--- config.mk ---
export PLATFORM = sky130hd
export DESIGN_NAME = g8ter_sweep_ctrl
export DESIGN_NICKNAME = d
export VERILOG_FILES = /design/src/rtl/g8ter_sweep_ctrl.sv
export SDC_FILE = /design/constraint.sdc
export NUM_CORES = 1
export LEC_CHECK = 0
export CAP_MARGIN = 10
export CORE_MARGIN = 1
export CORE_UTILIZATION = 53
export DETAILED_ROUTE_END_ITERATION = 10
export HOLD_SLACK_MARGIN = 0.06
export PLACE_DENSITY_LB_ADDON = 0.25
export RECOVER_POWER = 100
export SYNTH_ARGS = -nofsm -noshare
export SYNTH_HDL_FRONTEND = slang
export SYNTH_SLANG_ARGS = --single-unit
--- constraint.sdc ---
create_clock -name clk -period 4.3 [get_ports clk]
set_clock_uncertainty 0.1 [all_clocks]
set_input_delay 0.43 -clock clk [delete_from_list [all_inputs] [get_ports clk]]
set_output_delay 0.43 -clock clk [all_outputs]
set_load 0.02 [all_outputs]
--- src/rtl/g8ter_sweep_ctrl.sv ---
// Self-test sequencer for an external greater-than comparator: walks every
// (a, b) operand pair, samples cmp_g after a settle window and checks it against a > b.
module g8ter_sweep_ctrl #(
    parameter int WIDTH  = 4,
    parameter int SETTLE = 1
) (
    input  logic               clk,
    input  logic               rst_n,
    input  logic               start,
    input  logic               abort,
    output logic [WIDTH-1:0]   cmp_a,
    output logic [WIDTH-1:0]   cmp_b,
    input  logic               cmp_g,
    output logic               busy,
    output logic               done,
    output logic               pass,
    output logic [2*WIDTH:0]   err_count,
    output logic               fail_valid,
    output logic [WIDTH-1:0]   fail_a,
    output logic [WIDTH-1:0]   fail_b
);

    localparam int         IW       = 2 * WIDTH;
    localparam logic [3:0] SETTLE_C = 4'(SETTLE);

    typedef enum logic [1:0] {
        S_IDLE = 2'd0,
        S_RUN  = 2'd1,
        S_DONE = 2'd2
    } state_t;

    state_t            state_q;
    logic [IW-1:0]     idx_q;
    logic [3:0]        hcnt_q;
    logic              busy_q;
    logic              done_q;
    logic              pass_q;
    logic [IW:0]       err_q;
    logic              fail_valid_q;
    logic [WIDTH-1:0]  fail_a_q;
    logic [WIDTH-1:0]  fail_b_q;

    logic              sample_s;
    logic              mismatch_s;
    logic              last_s;
    logic [IW:0]       err_count_d;

    // Sample qualification and the error count including the sample taken this edge.
    always_comb begin
        sample_s    = 1'b0;
        mismatch_s  = 1'b0;
        if ((state_q == S_RUN) && !abort && (hcnt_q == SETTLE_C)) begin
            sample_s   = 1'b1;
            mismatch_s = (cmp_g != (idx_q[WIDTH-1:0] > idx_q[IW-1:WIDTH]));
        end else begin
            sample_s   = 1'b0;
            mismatch_s = 1'b0;
        end
        err_count_d = err_q + {{IW{1'b0}}, mismatch_s};
        last_s      = (idx_q == {IW{1'b1}});
    end

    // Sweep FSM; every output is a register.
    always_ff @(posedge clk or negedge rst_n) begin
        if (!rst_n) begin
            state_q      <= S_IDLE;
            idx_q        <= {IW{1'b0}};
            hcnt_q       <= 4'd0;
            busy_q       <= 1'b0;
            done_q       <= 1'b0;
            pass_q       <= 1'b0;
            err_q        <= {(IW+1){1'b0}};
            fail_valid_q <= 1'b0;
            fail_a_q     <= {WIDTH{1'b0}};
            fail_b_q     <= {WIDTH{1'b0}};
        end else begin
            case (state_q)
                S_IDLE: begin
                    done_q <= 1'b0;
                    if (start && !abort) begin
                        state_q      <= S_RUN;
                        idx_q        <= {IW{1'b0}};
                        hcnt_q       <= 4'd0;
                        busy_q       <= 1'b1;
                        pass_q       <= 1'b0;
                        err_q        <= {(IW+1){1'b0}};
                        fail_valid_q <= 1'b0;
                        fail_a_q     <= {WIDTH{1'b0}};
                        fail_b_q     <= {WIDTH{1'b0}};
                    end
                end
                S_RUN: begin
                    if (abort) begin
                        // The sample due on this edge is dropped; partial results stay visible.
                        state_q <= S_IDLE;
                        idx_q   <= {IW{1'b0}};
                        hcnt_q  <= 4'd0;
                        busy_q  <= 1'b0;
                        pass_q  <= 1'b0;
                    end else if (!sample_s) begin
                        hcnt_q <= hcnt_q + 4'd1;
                    end else begin
                        err_q <= err_count_d;
                        if (mismatch_s && !fail_valid_q) begin
                            fail_valid_q <= 1'b1;
                            fail_a_q     <= idx_q[WIDTH-1:0];
                            fail_b_q     <= idx_q[IW-1:WIDTH];
                        end
                        if (last_s) begin
                            state_q <= S_DONE;
                            busy_q  <= 1'b0;
                            done_q  <= 1'b1;
                            pass_q  <= (err_count_d == {(IW+1){1'b0}});
                        end else begin
                            idx_q  <= idx_q + {{(IW-1){1'b0}}, 1'b1};
                            hcnt_q <= 4'd0;
                        end
                    end
                end
                S_DONE: begin
                    state_q <= S_IDLE;
                    done_q  <= 1'b0;
                    idx_q   <= {IW{1'b0}};
                    hcnt_q  <= 4'd0;
                    if (abort) begin
                        pass_q <= 1'b0;
                    end
                end
                default: begin
                    state_q <= S_IDLE;
                    idx_q   <= {IW{1'b0}};
                    hcnt_q  <= 4'd0;
                    busy_q  <= 1'b0;
                    done_q  <= 1'b0;
                    pass_q  <= 1'b0;
                end
            endcase
        end
    end

    assign cmp_a      = idx_q[WIDTH-1:0];
    assign cmp_b      = idx_q[IW-1:WIDTH];
    assign busy       = busy_q;
    assign done       = done_q;
    assign pass       = pass_q;
    assign err_count  = err_q;
    assign fail_valid = fail_valid_q;
    assign fail_a     = fail_a_q;
    assign fail_b     = fail_b_q;

endmodule

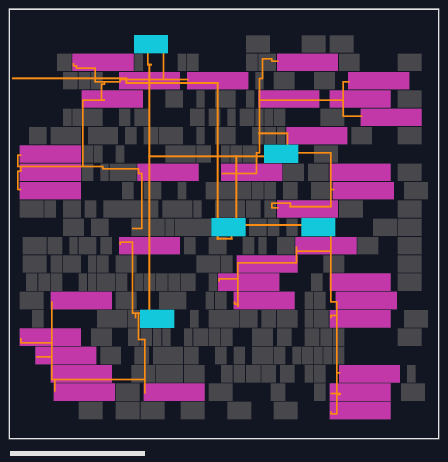
Fig. 1. Routed clock nets over the placement (run 1).
The bar under the picture is 20 um long.
[orange] clock wires | length: 427 um
[cyan] clock drivers | count: 5
[magenta] flip-flops | count: 35
flops lie	all over the die
routed clock nets	6

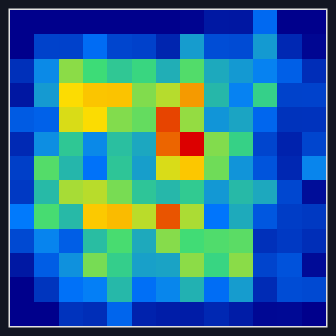
Fig. 2. Wiring heat map (run 1).
13 x 13 tiles, from dark blue (low) to red (high), scaled to the fullest tile. Values are wire area over tile area, all layers added.
fullest tile	0.58
mean over tiles	0.18
tiles over half the peak	23%

==> flow_metrics.py, run 1 <==
# Generated from Yosys and OpenROAD reports
metrics = {
    "final_layout": {
        "fillCellCount": 289,
        "instances_no_fill": 286,
        "clk_share_pct": 3.66,
        "nNonClkInverters": 7,
        "seq_cell_count": 35,
    },
    "yosys": {
        "ys_sh_adder_pct": 5.61,
        "ys_area_um2": 2010,
        "yosys.cell_types.count": 46,
        "ys_seq_share_pct": 43.6,
    },
    "placed_design": {
        "dp.cells": 279,
        "gp_congestion": 0.886,
        "place_ws_ps": 808,
        "place.detailed.hpwl_um": 3220,
    },
    "grt": {
        "grt_usage_pct": 25.4,
        "antenna_found_initial": 0,
        "grt_max_degree": 36,
        "grt_pass1_vias": 1647,
    },
    "route": {
        "via_count": 1768,
        "wirelength_um": 4530,
        "postRouteAntennaNets": 0,
    },
    "power": {
        "p_clk_mw": 0.238,
        "leakage_nw": 1.14,
        "powerDensity_nw_per_um2": 278,
        "switching_share_pct": 26.0,
    },
    "cts": {
        "cts_resized": 0,
        "postCtsSetupBuffers": 0,
        "cts-hold-fix-buffers": 0,
    },
    "hold_path": {
        "hold_end": "fail_a[1]$_DFFE_PN0P_",
        "hold_class": "reg -> reg",
    },
    "run_status": {
        "status": "finished with violations",
        "violations": "max-capacitance violations, max-slew violations",
    },
    "worst_setup_path": {
        "cp_data_required_time_ps": 4430,
        "critPathLaunchType": "flop",
        "cp_slowest_cell": "dfrtp_1",
        "arrival_ps": 3720,
        "cpMostUsedCell": "ha_1",
        "critPathCaptureType": "flop",
        "worstRegToRegCells": 13,
    },
    "timing": {
        "whs_ps": 396,
        "drv_slew": 36,
        "period_used_pct": 83.5,
        "rsz0062_at_grt": "false",
    },
    "job": {
        "maxCapViolations": 1,
    },
}
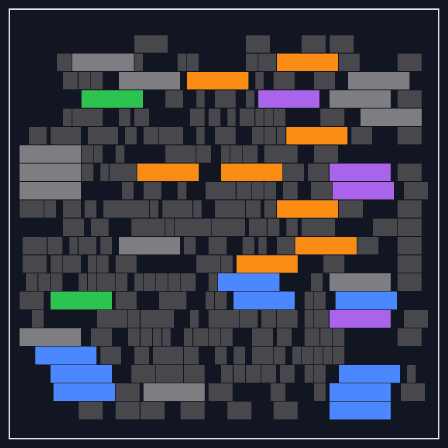
Fig. 3. Sequential cells grouped by signal name (run 1).
Other sequential cells in the stronger gray, the rest of the logic in the fainter gray.
color	name in the netlist	flops
blue	`err_count`	9
purple	`fail_a`	4
orange	`idx_q`	8
green	`state_q`	2
not colored	12

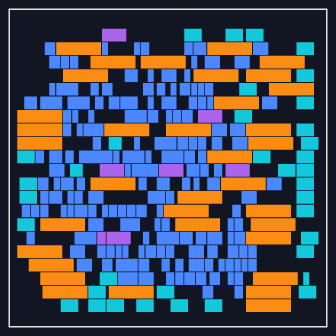
Fig. 4. Placement by cell class (run 1).
color	class	cells	share of their area
blue	combinational and other logic	162	44%
orange	flops	35	37%
purple	clock drivers and dummy loads	7	3.7%
cyan	other buffers and delay cells	36	15%

## run 1: cell usage after synthesis, types with 2 or more instances
| cell type | number | area share (%) |
|---|---|---|
| nand4_1 | 6 | 1.9 |
| a31oi_1 | 4 | 1.2 |
| a21oi_1 | 7 | 1.7 |
| and3_1 | 5 | 1.6 |
| o21ai_0 | 13 | 3.2 |
| nor2_1 | 11 | 2.1 |
| xnor2_1 | 2 | 0.87 |
| o31ai_1 | 2 | 0.75 |
| o21ai_1 | 19 | 4.7 |
| nand2_1 | 18 | 3.4 |
| and2_1 | 4 | 1.2 |
| nand3_1 | 12 | 3.0 |
| dfrtp_1 | 35 | 44 |
| clkbuf_1 | 3 | 0.56 |
| a22o_1 | 10 | 4.4 |
| a2111oi_2 | 3 | 2.2 |
| nor3_1 | 2 | 0.50 |
| buf_2 | 2 | 0.50 |
| or3_1 | 3 | 0.94 |
| inv_1 | 7 | 1.3 |
| a21o_1 | 3 | 1.1 |
| ha_1 | 9 | 5.6 |
## run 1: worst max path at each step
stage                         start               end  slack, ps  cells after the start
6_report       idx_q[5]$_DFFE_PN0P_  pass$_DFFE_PN0P_        710                     13
5_1_grt        idx_q[0]$_DFFE_PN0P_  pass$_DFFE_PN0P_        450                     13
4_1_cts        idx_q[5]$_DFFE_PN0P_  pass$_DFFE_PN0P_        770                     12
3_5_place_dp   idx_q[2]$_DFFE_PN0P_  pass$_DFFE_PN0P_        810                     12
3_3_place_gp   idx_q[2]$_DFFE_PN0P_  pass$_DFFE_PN0P_        980                     12
2_1_floorplan  idx_q[5]$_DFFE_PN0P_  pass$_DFFE_PN0P_       1010                     13
## run 1: routing by layer
metal	wire (um)	vias to the layer above	track usage, %
met5	0	-	0
met4	70	0	11.6
met3	262	7	4.53
met2	2180	66	39.8
met1	2020	855	33.9
li1	-	840	-
Fig. 5: run 1, clock nets
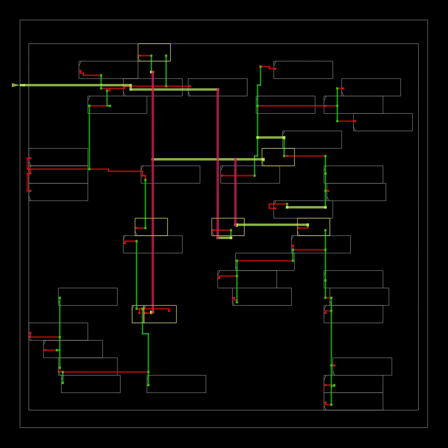

==> run 2: changes to the inputs <==
CORE_UTILIZATION = 48   (was 53)
clock period = 3.05 ns   (was 4.3 ns; I/O delays follow)
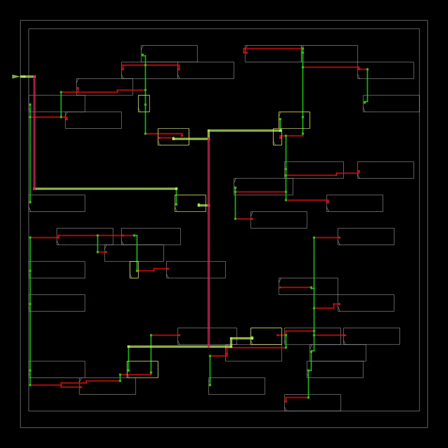
Fig. 6. Clock nets (run 2).
Clock Buffer Count: 7
Clk power: 0.326 mW
Flop Count: 35
Num CTS Buffers: 5
CTS sink count: 35

==> run 2 against run 1 <==
Maximum frequency increased by 22%. Count of clock-buffer cells in the layout increased by 1. Final cell count increased by 8.4%. Combinational power increased by about 80%. Sequential share of layout area decreased by 3.4 points. Largest power group unchanged. The run now ends clean. Worst hold slack got worse by 6.2 ps.
==> flow_metrics.py, run 2 <==
# Generated from Yosys and OpenROAD reports
metrics = {
    "worst_setup_path": {
        "crit_end": "pass$_DFFE_PN0P_",
        "cp_slowest_cell": "dfrtp_2",
        "arrival_ps": 3070,
        "critPathCaptureType": "flop",
        "worstSetupStartpoint": "idx_q[5]$_DFFE_PN0P_",
        "worstRegToRegCells": 11,
        "cpMostUsedCell": "a2111oi_4",
        "cp_data_required_time_ps": 3180,
        "cp.depth": 11,
    },
    "yosys": {
        "area_leaders": "dfrtp_1 44%, ha_1 5.6%, o21ai_1 4.7%",
        "ys_seq_share_pct": 43.6,
        "synth_top_area_share_pct": 43.6,
        "top_area_cell": "dfrtp_1",
        "yosysMostFrequentCell": "dfrtp_1",
    },
    "run_status": {
        "status": "finished, final reports clean",
    },
    "placed_design": {
        "gp_congestion": 0.843,
        "place.detailed.hpwl_um": 3490,
        "dp.cells": 301,
    },
    "power": {
        "switching_share_pct": 27.5,
        "leakage_nw": 1.23,
        "powerDensity_nw_per_um2": 358,
    },
    "job": {
        "maxCapViolations": 0,
    },
    "hold_path": {
        "hold_class": "reg -> reg",
    },
    "grt": {
        "grt_pass1_vias": 1678,
        "antenna_found_initial": 0,
        "grt_max_degree": 23,
        "grt_usage_pct": 24.7,
    },
    "timing": {
        "drv_slew": 0,
        "whs_ps": 390,
    },
    "route": {
        "via_count": 1802,
        "wirelength_um": 4790,
    },
}
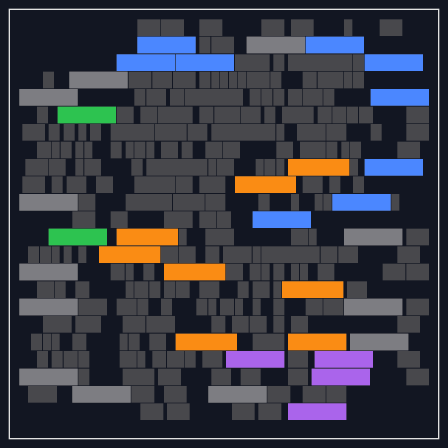
Fig. 7. Sequential cells grouped by signal name (run 2).
Other sequential cells in the stronger gray, the rest of the logic in the fainter gray.
color	name in the netlist	flops
green	`state_q`	2
blue	`err_count`	9
orange	`idx_q`	8
purple	`fail_a`	4
not colored	12

run 2: cell counts after synthesis:
Identical to the previous run, type by type.
run 2: cells by family after synthesis:
family	after synthesis	synth area share, %
XOR/XNOR	2	0.873
AND-OR/OR-AND	74	26.9
buffers and inverters	14	3.12
flip-flops	35	43.6
adder cells (fa/ha/maj)	9	5.61
multiplexers	1	0.561
AND/OR/NAND/NOR	69	19.3
run 2: layer usage:
layer  GRT usage, %  part of all wire [%]  vias to the layer above
met5              0                     0                        -
met4           7.45                   1.1                        0
met3           5.14                   3.5                        5
met2           38.9                    47                       32
met1           33.7                    49                      888
li1               -                     -                      877
run 2: how the worst min path moves through the flow:
| stage | endpoint | cells after the start |
|---|---|---|
| finish | fail_b[3]$_DFFE_PN0P_ | 1 |
| global route | fail_b[3]$_DFFE_PN0P_ | 1 |
| CTS | fail_b[1]$_DFFE_PN0P_ | 1 |
| detailed placement | fail_a[0]$_DFFE_PN0P_ | 1 |
| global placement | fail_b[2]$_DFFE_PN0P_ | 1 |
| floorplan | busy$_DFFE_PN0P_ | 0 |
run 2: final cells by class:
type                            count  area [um^2]
Fill cell                         328         1330
Multi-Input combinational cell    155         1130
Sequential cell                    35          885
Timing Repair Buffer               55          480
Clock buffer                        7         76.3
Tap cell                           50         62.6
Inverter                            7         26.3
Clock inverter                      1         5.00
run 2: repair_timing:
action / CTS / global route
pin swaps: 1 / 3
setup endpoints to repair: 1 / 1
setup buffers: 1 / 0
resized: 1 / 9
run 2: per-stage QoR:
stage	setup slack [ps]	utilization, %
2_1_floorplan	16.5	-
3_3_place_gp	-1.51	64.1
3_5_place_dp	-117	64.1
4_1_cts	26.0	66.3
5_1_grt	-1.63	66.8
6_report	115	66.8
Fig. 8: run 2, wiring heat map
13 x 13 tiles, from dark blue (low) to red (high), scaled to the fullest tile. Values are wire area over tile area, all layers added.
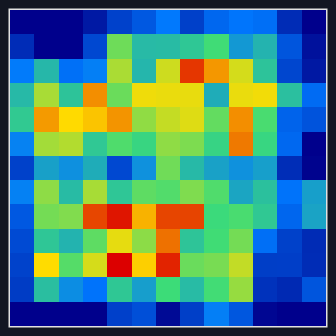

==> run 3: changes to the inputs <==
CORE_UTILIZATION = 35   (was 48)
SLEW_MARGIN = 10   (was unset)
clock period = 3.4 ns   (was 3.05 ns; I/O delays follow)
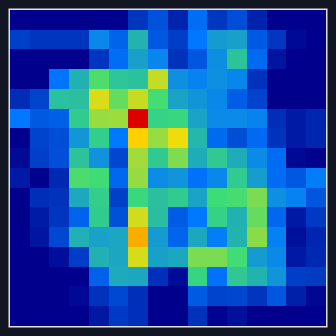
Fig. 9. Wiring heat map (run 3).
16 x 16 tiles, from dark blue (low) to red (high), scaled to the fullest tile. Values are wire area over tile area, all layers added.
mean over tiles	0.13
densest ninth of the die	middle
tiles over half the peak	11%
fullest tile	0.56

==> run 3 against run 2 <==
The flow now finishes with violations (max-capacitance violations, max-slew violations). Cell area shrank 3.2%. Register-to-register slack gained 120 ps. Sequential share of layout area grew 0.77 points. Count of clock-buffer cells in the layout shrank 2. Synthesized cell count is the same. Sequential power shrank 9.9%. Total power grew 4.6%. Core utilization shrank 20 points. Non-clock buffer count shrank 8.
==> flow_metrics.py, run 3 <==
# Generated from Yosys and OpenROAD reports
metrics = {
    "yosys": {
        "simple_gate_area_share_pct": 19.3,
        "topCombFamilyByArea": "AND-OR/OR-AND gates",
        "top_area_cell": "dfrtp_1",
        "yosys.cell_types.count": 46,
        "synth-compound-area-share_pct": 26.9,
        "yosysMostFrequentCell": "dfrtp_1",
        "area_leaders": "dfrtp_1 44%, ha_1 5.6%, o21ai_1 4.7%",
        "synth_top_area_share_pct": 43.6,
        "synthTopCellsByCount": "35 x dfrtp_1, 19 x o21ai_1, 18 x nand2_1",
        "xor_share_pct": 0.873,
        "ys_seq_share_pct": 43.6,
        "ys_sh_adder_pct": 5.61,
        "mux_area_share_pct": 0.561,
    },
    "power": {
        "switching_share_pct": 23.7,
        "leakage_nw": 1.22,
    },
    "worst_setup_path": {
        "worstRegToRegCells": 13,
        "arrival_ps": 3290,
        "critPathLaunchType": "flop",
        "crit_end": "pass$_DFFE_PN0P_",
        "cp_data_required_time_ps": 3530,
        "worstSetupStartpoint": "idx_q[5]$_DFFE_PN0P_",
        "critPathCaptureType": "flop",
    },
    "placed_design": {
        "place_ws_ps": 190,
        "dp.cells": 316,
        "place.detailed.hpwl_um": 3410,
    },
    "run_status": {
        "status": "finished with violations",
        "violations": "max-capacitance violations, max-slew violations",
    },
    "route": {
        "via_count": 1761,
        "postRouteAntennaNets": 0,
    },
    "final_layout": {
        "fillCellCount": 518,
    },
    "cts": {
        "postCtsSetupBuffers": 0,
        "cts_tree": "yes",
    },
    "grt": {
        "grt_usage_pct": 17.5,
        "grt_max_degree": 36,
        "antenna_found_initial": 0,
        "grt_pass1_vias": 1661,
    },
    "timing": {
        "rsz0062_at_grt": "false",
        "whs_ps": 397,
        "drv_slew": 36,
        "setup_ws_ps": 238,
        "period_used_pct": 93.0,
    },
    "job": {
        "maxCapViolations": 1,
    },
    "hold_path": {
        "hold_end": "fail_b[0]$_DFFE_PN0P_",
        "hold_depth": 1,
        "hold_class": "reg -> reg",
    },
    "floorplanning": {
        "die_h_um": 77.7,
    },
}
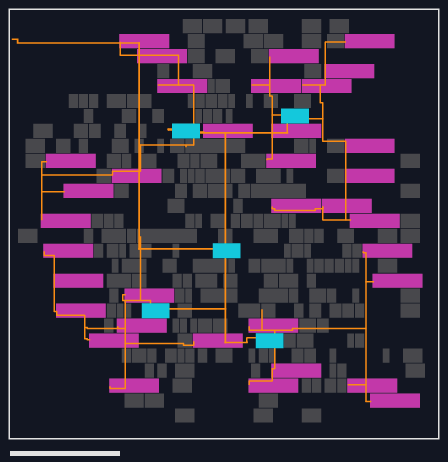
Fig. 10. Routed clock nets over the placement (run 3).
The bar under the picture is 20 um long.
[magenta] flip-flops | count: 35
[orange] clock wires | length: 505 um
[cyan] clock drivers | count: 5
flops lie	all over the die
insertion delay at the late pin of the worst-skew pair: 290 ps
Clk power: 0.451 mW
clock power share: 45.1%

==> run 3: cell counts after synthesis <==
No cell type changed its count.
==> run 3: repair_timing <==
action | CTS | global route
endpoints found under the setup margin | 0 | 1
hold buffers | 0 | 0
resized | 0 | 2
==> run 3: power by group through the flow <==
stage / sequential, mW / clock (mW) / combinational [mW]
floorplan: 0.450 / 0 / 0.0682
finish: 0.437 / 0.451 / 0.112
global route: 0.438 / 0.486 / 0.126
detailed placement: 0.445 / 0 / 0.126
global placement: 0.445 / 0 / 0.126
CTS: 0.437 / 0.462 / 0.127
==> run 3: through the flow <==
stage | util (%) | power, mW
finish | 46.9 | 1.00
global route | 46.9 | 1.05
CTS | 47.8 | 1.03
detailed placement | 45.3 | 0.571
global placement | 45.3 | 0.570
floorplan | - | 0.518
==> run 3: worst max-delay path, cell delays in order (launching register included) <==
cell,delay [ps]
dfrtp_1,410
inv_1,80
ha_1,330
nand4_1,100
o21ai_0,120
or3_1,320
a21oi_1,150
ha_1,200
ha_1,210
and2_2,240
a21oi_1,80
o32a_1,290
a2111oi_2,260
mux2_2,200
==> run 3: area by class of cell <==
type | count | area (um^2) | area share (%)
sequential | 35 | 876 | 33.9
inverter | 7 | 26.3 | 1.02
clock buffer | 5 | 68.8 | 2.66
multi-input combinational | 155 | 1030 | 39.8
timing repair buffer | 47 | 428 | 16.6
tap | 72 | 90.1 | 3.49
clock inverter | 3 | 67.6 | 2.62
==> run 3: layer usage <==
metal | GRT usage (%) | up-vias | part of all wire [%]
li1 | - | 864 | -
met1 | 25.2 | 852 | 51
met2 | 23.9 | 37 | 44
met3 | 4.12 | 8 | 3.6
met4 | 9.06 | 0 | 2.0
met5 | 0 | - | 0
No activity file was given, so power comes from the tool's default toggle rates.
